## src/rtl/glove_locator_if.sv

```systemverilog
// rtl/glove_locator_if.sv - pixel-stream inputs and glove-result outputs of glove_locator
// The master side drives XVGA timing and camera pixels; the slave side returns published centroids.
interface glove_locator_if;
  logic [10:0] hcount;
  logic [9:0]  vcount;
  logic        vsync;
  logic        blank;
  logic [23:0] pixel;
  logic [10:0] glove1x;
  logic [9:0]  glove1y;
  logic [10:0] glove2x;
  logic [9:0]  glove2y;
  logic        glove1_valid;
  logic        glove2_valid;
  logic        done;
  logic        busy;

  modport master (
    output hcount, vcount, vsync, blank, pixel,
    input  glove1x, glove1y, glove2x, glove2y, glove1_valid, glove2_valid, done, busy
  );

  modport slave (
    input  hcount, vcount, vsync, blank, pixel,
    output glove1x, glove1y, glove2x, glove2y, glove1_valid, glove2_valid, done, busy
  );
endinterface

```

## src/rtl/glove_locator.sv

```systemverilog
// rtl/glove_locator.sv - red/green marker centroid finder with a shared restoring divider
// Sums marker pixel coordinates per frame, then divides them out at the vsync falling edge.
module glove_locator #(
  parameter logic [7:0]  HI_MIN    = 8'd160,
  parameter logic [7:0]  LO_MAX    = 8'd80,
  parameter logic [19:0] MIN_COUNT = 20'd64
) (
  input logic            vclock,
  input logic            reset,
  glove_locator_if.slave bus
);

  typedef enum logic [2:0] {
    S_IDLE,
    S_G1X,
    S_G1Y,
    S_G2X,
    S_G2Y,
    S_PUB
  } state_t;

  state_t      r_state;
  logic        r_vsync_d;
  logic [4:0]  r_step;

  logic [29:0] r_sumx1, r_sumy1, r_sumx2, r_sumy2;
  logic [19:0] r_cnt1, r_cnt2;

  logic [29:0] r_op_sx1, r_op_sy1, r_op_sx2, r_op_sy2;
  logic [19:0] r_op_c1, r_op_c2;

  logic [19:0] r_rem;
  logic [29:0] r_quo;
  logic [19:0] r_dvs;

  logic [10:0] r_q1x, r_q2x;
  logic [9:0]  r_q1y;

  logic [10:0] r_g1x, r_g2x;
  logic [9:0]  r_g1y, r_g2y;
  logic        r_v1, r_v2, r_done, r_busy;

  logic [7:0]  w_r, w_g, w_b;
  logic        w_is_g1, w_is_g2, w_edge, w_snap;
  logic [29:0] w_dividend;
  logic [19:0] w_divisor, w_divisor_f;
  logic [20:0] w_shift;
  logic        w_ge;
  logic [19:0] w_rem_n;
  logic [29:0] w_quo_n;

  assign w_r = bus.pixel[23:16];
  assign w_g = bus.pixel[15:8];
  assign w_b = bus.pixel[7:0];

  assign w_is_g1 = !bus.blank && (w_r >= HI_MIN) && (w_g <= LO_MAX) && (w_b <= LO_MAX);
  assign w_is_g2 = !bus.blank && (w_g >= HI_MIN) && (w_r <= LO_MAX) && (w_b <= LO_MAX);

  // Edges seen outside IDLE are ignored so that frame simply merges into the next.
  assign w_edge = r_vsync_d && !bus.vsync;
  assign w_snap = w_edge && (r_state == S_IDLE);

  always_ff @(posedge vclock) begin
    if (reset) begin
      r_sumx1 <= '0;
      r_sumy1 <= '0;
      r_cnt1  <= '0;
      r_sumx2 <= '0;
      r_sumy2 <= '0;
      r_cnt2  <= '0;
    end else if (w_snap) begin
      r_sumx1 <= '0;
      r_sumy1 <= '0;
      r_cnt1  <= '0;
      r_sumx2 <= '0;
      r_sumy2 <= '0;
      r_cnt2  <= '0;
    end else begin
      if (w_is_g1) begin
        r_sumx1 <= r_sumx1 + {19'd0, bus.hcount};
        r_sumy1 <= r_sumy1 + {20'd0, bus.vcount};
        r_cnt1  <= r_cnt1 + 20'd1;
      end
      if (w_is_g2) begin
        r_sumx2 <= r_sumx2 + {19'd0, bus.hcount};
        r_sumy2 <= r_sumy2 + {20'd0, bus.vcount};
        r_cnt2  <= r_cnt2 + 20'd1;
      end
    end
  end

  always_comb begin
    w_dividend = '0;
    w_divisor  = '0;
    case (r_state)
      S_G1X: begin w_dividend = r_op_sx1; w_divisor = r_op_c1; end
      S_G1Y: begin w_dividend = r_op_sy1; w_divisor = r_op_c1; end
      S_G2X: begin w_dividend = r_op_sx2; w_divisor = r_op_c2; end
      S_G2Y: begin w_dividend = r_op_sy2; w_divisor = r_op_c2; end
      default: begin w_dividend = '0; w_divisor = '0; end
    endcase
    // An empty glove still runs its divides for fixed latency; avoid divide-by-zero.
    w_divisor_f = (w_divisor == 20'd0) ? 20'd1 : w_divisor;
  end

  // Restoring step: remainder stays below the divisor, so 20 bits hold it after subtracting.
  assign w_shift = {r_rem, r_quo[29]};
  assign w_ge    = (w_shift >= {1'b0, r_dvs});
  assign w_rem_n = w_ge ? (w_shift[19:0] - r_dvs) : w_shift[19:0];
  assign w_quo_n = {r_quo[28:0], w_ge};

  always_ff @(posedge vclock) begin
    if (reset) begin
      r_state   <= S_IDLE;
      r_vsync_d <= 1'b1;
      r_step    <= '0;
      r_op_sx1  <= '0;
      r_op_sy1  <= '0;
      r_op_sx2  <= '0;
      r_op_sy2  <= '0;
      r_op_c1   <= '0;
      r_op_c2   <= '0;
      r_rem     <= '0;
      r_quo     <= '0;
      r_dvs     <= '0;
      r_q1x     <= '0;
      r_q1y     <= '0;
      r_q2x     <= '0;
      r_g1x     <= '0;
      r_g1y     <= '0;
      r_g2x     <= '0;
      r_g2y     <= '0;
      r_v1      <= 1'b0;
      r_v2      <= 1'b0;
      r_done    <= 1'b0;
      r_busy    <= 1'b0;
    end else begin
      r_vsync_d <= bus.vsync;
      r_done    <= 1'b0;
      case (r_state)
        S_IDLE: begin
          if (w_snap) begin
            r_op_sx1 <= r_sumx1;
            r_op_sy1 <= r_sumy1;
            r_op_c1  <= r_cnt1;
            r_op_sx2 <= r_sumx2;
            r_op_sy2 <= r_sumy2;
            r_op_c2  <= r_cnt2;
            r_step   <= '0;
            r_busy   <= 1'b1;
            r_state  <= S_G1X;
          end
        end
        S_G1X, S_G1Y, S_G2X, S_G2Y: begin
          if (r_step == 5'd0) begin
            r_rem  <= '0;
            r_quo  <= w_dividend;
            r_dvs  <= w_divisor_f;
            r_step <= 5'd1;
          end else begin
            r_rem <= w_rem_n;
            r_quo <= w_quo_n;
            if (r_step == 5'd30) begin
              r_step <= '0;
              case (r_state)
                S_G1X: begin r_q1x <= w_quo_n[10:0]; r_state <= S_G1Y; end
                S_G1Y: begin r_q1y <= w_quo_n[9:0];  r_state <= S_G2X; end
                S_G2X: begin r_q2x <= w_quo_n[10:0]; r_state <= S_G2Y; end
                default: begin
                  if (r_op_c1 >= MIN_COUNT) begin
                    r_g1x <= r_q1x;
                    r_g1y <= r_q1y;
                    r_v1  <= 1'b1;
                  end else begin
                    r_v1  <= 1'b0;
                  end
                  if (r_op_c2 >= MIN_COUNT) begin
                    r_g2x <= r_q2x;
                    r_g2y <= w_quo_n[9:0];
                    r_v2  <= 1'b1;
                  end else begin
                    r_v2  <= 1'b0;
                  end
                  r_done  <= 1'b1;
                  r_state <= S_PUB;
                end
              endcase
            end else begin
              r_step <= r_step + 5'd1;
            end
          end
        end
        S_PUB: begin
          r_busy  <= 1'b0;
          r_state <= S_IDLE;
        end
        default: begin
          r_busy  <= 1'b0;
          r_state <= S_IDLE;
        end
      endcase
    end
  end

  assign bus.glove1x      = r_g1x;
  assign bus.glove1y      = r_g1y;
  assign bus.glove2x      = r_g2x;
  assign bus.glove2y      = r_g2y;
  assign bus.glove1_valid = r_v1;
  assign bus.glove2_valid = r_v2;
  assign bus.done         = r_done;
  assign bus.busy         = r_busy;

endmodule

```

## src/flat_wrapper.sv

```systemverilog
// flat-port wrapper written by rule: the top's interface ports become plain ports
module glove_locator_flat 
#(
  parameter logic [7:0]  HI_MIN    = 8'd160,
  parameter logic [7:0]  LO_MAX    = 8'd80,
  parameter logic [19:0] MIN_COUNT = 20'd64
)
  (vclock, reset, bus_hcount, bus_vcount, bus_vsync, bus_blank, bus_pixel, bus_glove1x, bus_glove1y, bus_glove2x, bus_glove2y, bus_glove1_valid, bus_glove2_valid, bus_done, bus_busy);
  glove_locator_if bus_i ();
  input logic vclock;
  input logic reset;
  input wire logic [$bits(bus_i.hcount)-1:0] bus_hcount;
  input wire logic [$bits(bus_i.vcount)-1:0] bus_vcount;
  input wire logic [$bits(bus_i.vsync)-1:0] bus_vsync;
  input wire logic [$bits(bus_i.blank)-1:0] bus_blank;
  input wire logic [$bits(bus_i.pixel)-1:0] bus_pixel;
  output wire logic [$bits(bus_i.glove1x)-1:0] bus_glove1x;
  output wire logic [$bits(bus_i.glove1y)-1:0] bus_glove1y;
  output wire logic [$bits(bus_i.glove2x)-1:0] bus_glove2x;
  output wire logic [$bits(bus_i.glove2y)-1:0] bus_glove2y;
  output wire logic [$bits(bus_i.glove1_valid)-1:0] bus_glove1_valid;
  output wire logic [$bits(bus_i.glove2_valid)-1:0] bus_glove2_valid;
  output wire logic [$bits(bus_i.done)-1:0] bus_done;
  output wire logic [$bits(bus_i.busy)-1:0] bus_busy;
  assign bus_i.hcount = bus_hcount;
  assign bus_i.vcount = bus_vcount;
  assign bus_i.vsync = bus_vsync;
  assign bus_i.blank = bus_blank;
  assign bus_i.pixel = bus_pixel;
  assign bus_glove1x = bus_i.glove1x;
  assign bus_glove1y = bus_i.glove1y;
  assign bus_glove2x = bus_i.glove2x;
  assign bus_glove2y = bus_i.glove2y;
  assign bus_glove1_valid = bus_i.glove1_valid;
  assign bus_glove2_valid = bus_i.glove2_valid;
  assign bus_done = bus_i.done;
  assign bus_busy = bus_i.busy;
  glove_locator #(.HI_MIN(HI_MIN), .LO_MAX(LO_MAX), .MIN_COUNT(MIN_COUNT)) u_core (.vclock(vclock), .reset(reset), .bus(bus_i));
endmodule
```

## config.mk

```make
export PLATFORM = sky130hd
export DESIGN_NAME = glove_locator_flat
export DESIGN_NICKNAME = d
export VERILOG_FILES = /design/src/rtl/glove_locator_if.sv /design/src/rtl/glove_locator.sv /design/src/flat_wrapper.sv
export SDC_FILE = /design/constraint.sdc
export NUM_CORES = 1
export LEC_CHECK = 0
export CORE_MARGIN = 3
export CORE_UTILIZATION = 50
export CTS_CLUSTER_SIZE = 14
export DETAILED_ROUTE_END_ITERATION = 16
export PLACE_DENSITY = 0.78
export SLEW_MARGIN = 20
export SYNTH_ARGS = -nofsm -noshare
export SYNTH_HDL_FRONTEND = slang
export SYNTH_SLANG_ARGS = --single-unit
```

## constraint.sdc

```tcl
create_clock -name vclock -period 2.94 [get_ports vclock]
set_clock_uncertainty 0.05 [all_clocks]
set_input_delay 0.294 -clock vclock [delete_from_list [all_inputs] [get_ports vclock]]
set_output_delay 0.294 -clock vclock [all_outputs]
set_load 0.02 [all_outputs]
```

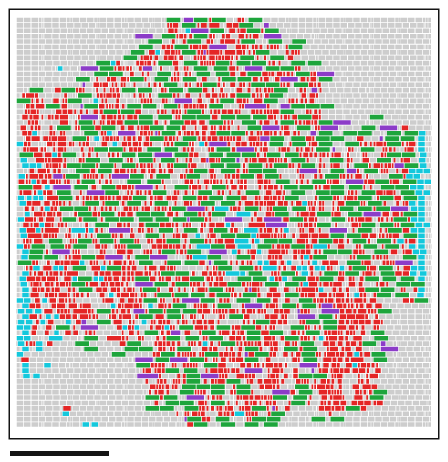
*Cell classes on the final placement*
The bar under the picture is 50 um long. Fill, decap, tap and diode cells in grey.
legend:
  green:
    class: flops
    cells: 477
  purple:
    class: clock drivers and dummy loads
    cells: 84
  cyan:
    class: other buffers and delay cells
    cells: 177
  red:
    class: combinational and other logic
    cells: 2071

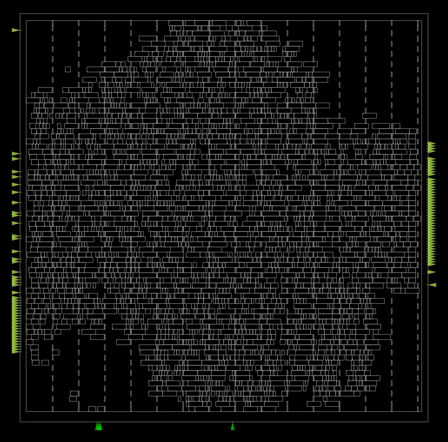
*Cell outlines without signal wires*
Cell Count, Final, Fillers Out: 3394
row count: 76
Placeable Area: 43300 um^2
end-of-flow core utilization: 58.9%
flop share of the area: 37.5%

[per-stage QoR]
stage | util (%) | area, um^2
after floorplan | - | 22000
after global placement | 55.1 | 23900
after detailed placement | 55.1 | 23900
after CTS | 58.8 | 25400
after global routing | 58.9 | 25500
final | 58.9 | 25500
[area by class of cell]
type                       instances  area, um^2
tap                              585         732
clock buffer                      66        1370
inverter                          56         210
clock inverter                    18         228
fill                            3744       17800
sequential                       477        9550
multi-input combinational       2015       11700
timing repair buffer             177        1720
[logic make-up after synthesis]
kind of cell	share of synthesized area, %
adder cells (fa/ha/maj)	4.26
AND/OR/NAND/NOR	21.7
buffers and inverters	3.87
flip-flops	43.4
XOR/XNOR	5.33
multiplexers	3.40
AND-OR/OR-AND	18.1
[per-layer routing]
layer | global-route usage, % | vias to the layer above | routed length (um) | part of all wire [%]
li1 | - | 9527 | - | -
met1 | 31.7 | 9292 | 25500 | 45
met2 | 38.9 | 661 | 26300 | 46
met3 | 4.20 | 111 | 4060 | 7.1
met4 | 7.71 | 0 | 1470 | 2.6
met5 | 0 | - | 0 | 0
[power groups by stage]
stage	clock network (W)	registers, W	logic, W
after floorplan	0	0.00668	0.000944
after global routing	0.00657	0.00656	0.00149
after CTS	0.00629	0.00656	0.00133
after detailed placement	0	0.00670	0.00133
after global placement	0	0.00670	0.00129
final	0.00622	0.00656	0.00137
[worst max path at each step]
stage               slack [ps]  depth (start not counted)             from                  to
floorplan                  340                         11  u_core.r_dvs[1]     u_core.r_rem[4]
global placement          -150                         11    bus_vcount[1]  u_core.r_sumy1[17]
detailed placement        -290                         11    bus_vcount[1]  u_core.r_sumy1[17]
CTS                         70                         10  u_core.r_dvs[1]    u_core.r_rem[14]
global route                10                         11  u_core.r_dvs[1]     u_core.r_rem[1]
finish                     150                         11  u_core.r_dvs[1]     u_core.r_rem[1]
==> flow_metrics.tcl <==
# place-and-route summary
set metrics [dict create \
    run_status "finished clean" \
    numPlacedInstances 3308 \
    drive_gt1_share_pct 7.90 \
    lay_top_count "nand2_1" \
    hold_viol 0 \
    worst_hold_path.endpoint "u_core.bus.busy" \
    start_kind "flip-flop" \
    ys_seq_elements 477 \
    cp.required_ps 3410 \
    r2r_end "u_core.r_rem[1]" \
    grt_pass1_vias 18700 \
    yosys.area.top_type "dfxtp_1" \
    top_cells_by_count "nand2_1 (531), dfxtp_1 (477), a21oi_1 (352)" \
    h-tree-depth 2 \
    crit_buf_inv 2 \
    synth_top_area_share_pct 43.4 \
    warning_count 32 \
    clkSlewWorstSetupHoldPaths_ps 70 \
    p_sw_w 0.00348 \
    nNetsFinal 2897 \
    rsz0062_at_grt "false" \
    fin_ws_ps 152 \
    final_layout_top_logic_cells "nand2_1 (530), dfxtp_1 (477), a21oi_1 (351), nor2_1 (292), clkdlybuf4s50_1 (93)" \
    dp_slack_ps -293 \
    setup_tns_ps 0 \
    hpwl_mm 39.0 \
    cpLargestDelayFamily "AND-OR/OR-AND gates" \
    die_width_um 216 \
    timing.fmax_mhz 359 \
    clk_latency_ps 590 \
    drc 0 \
    wire_per_inst_um 16.9 \
    setup_viol 0 \
    topCellsByArea "dfxtp_1 (43%), nand2_1 (9.1%), a21oi_1 (8.0%)" \
    fp_util_pct 50.9 \
    grt_max_degree 167 \
    cts_repair_resize_count 0 \
    hold_path_class "in -> reg" \
    numPortBuffers 94 \
    p_total_w 0.0141 \
    dieHeight_um 216 \
    whs_ps 89.0 \
    synthArstFlopShare_pct 0 \
    r2r_slack_ps 150 \
    via_per_inst 5.77 \
    power_frac_clock_pct 43.9 \
    crit_chain "inv_1 > ha_1 > nor2b_1 > o31a_1 > o31a_1 > nor3b_2 > o21ai_2 > a21boi_4 > buf_4 > mux2_2 > o21ai_0" \
]
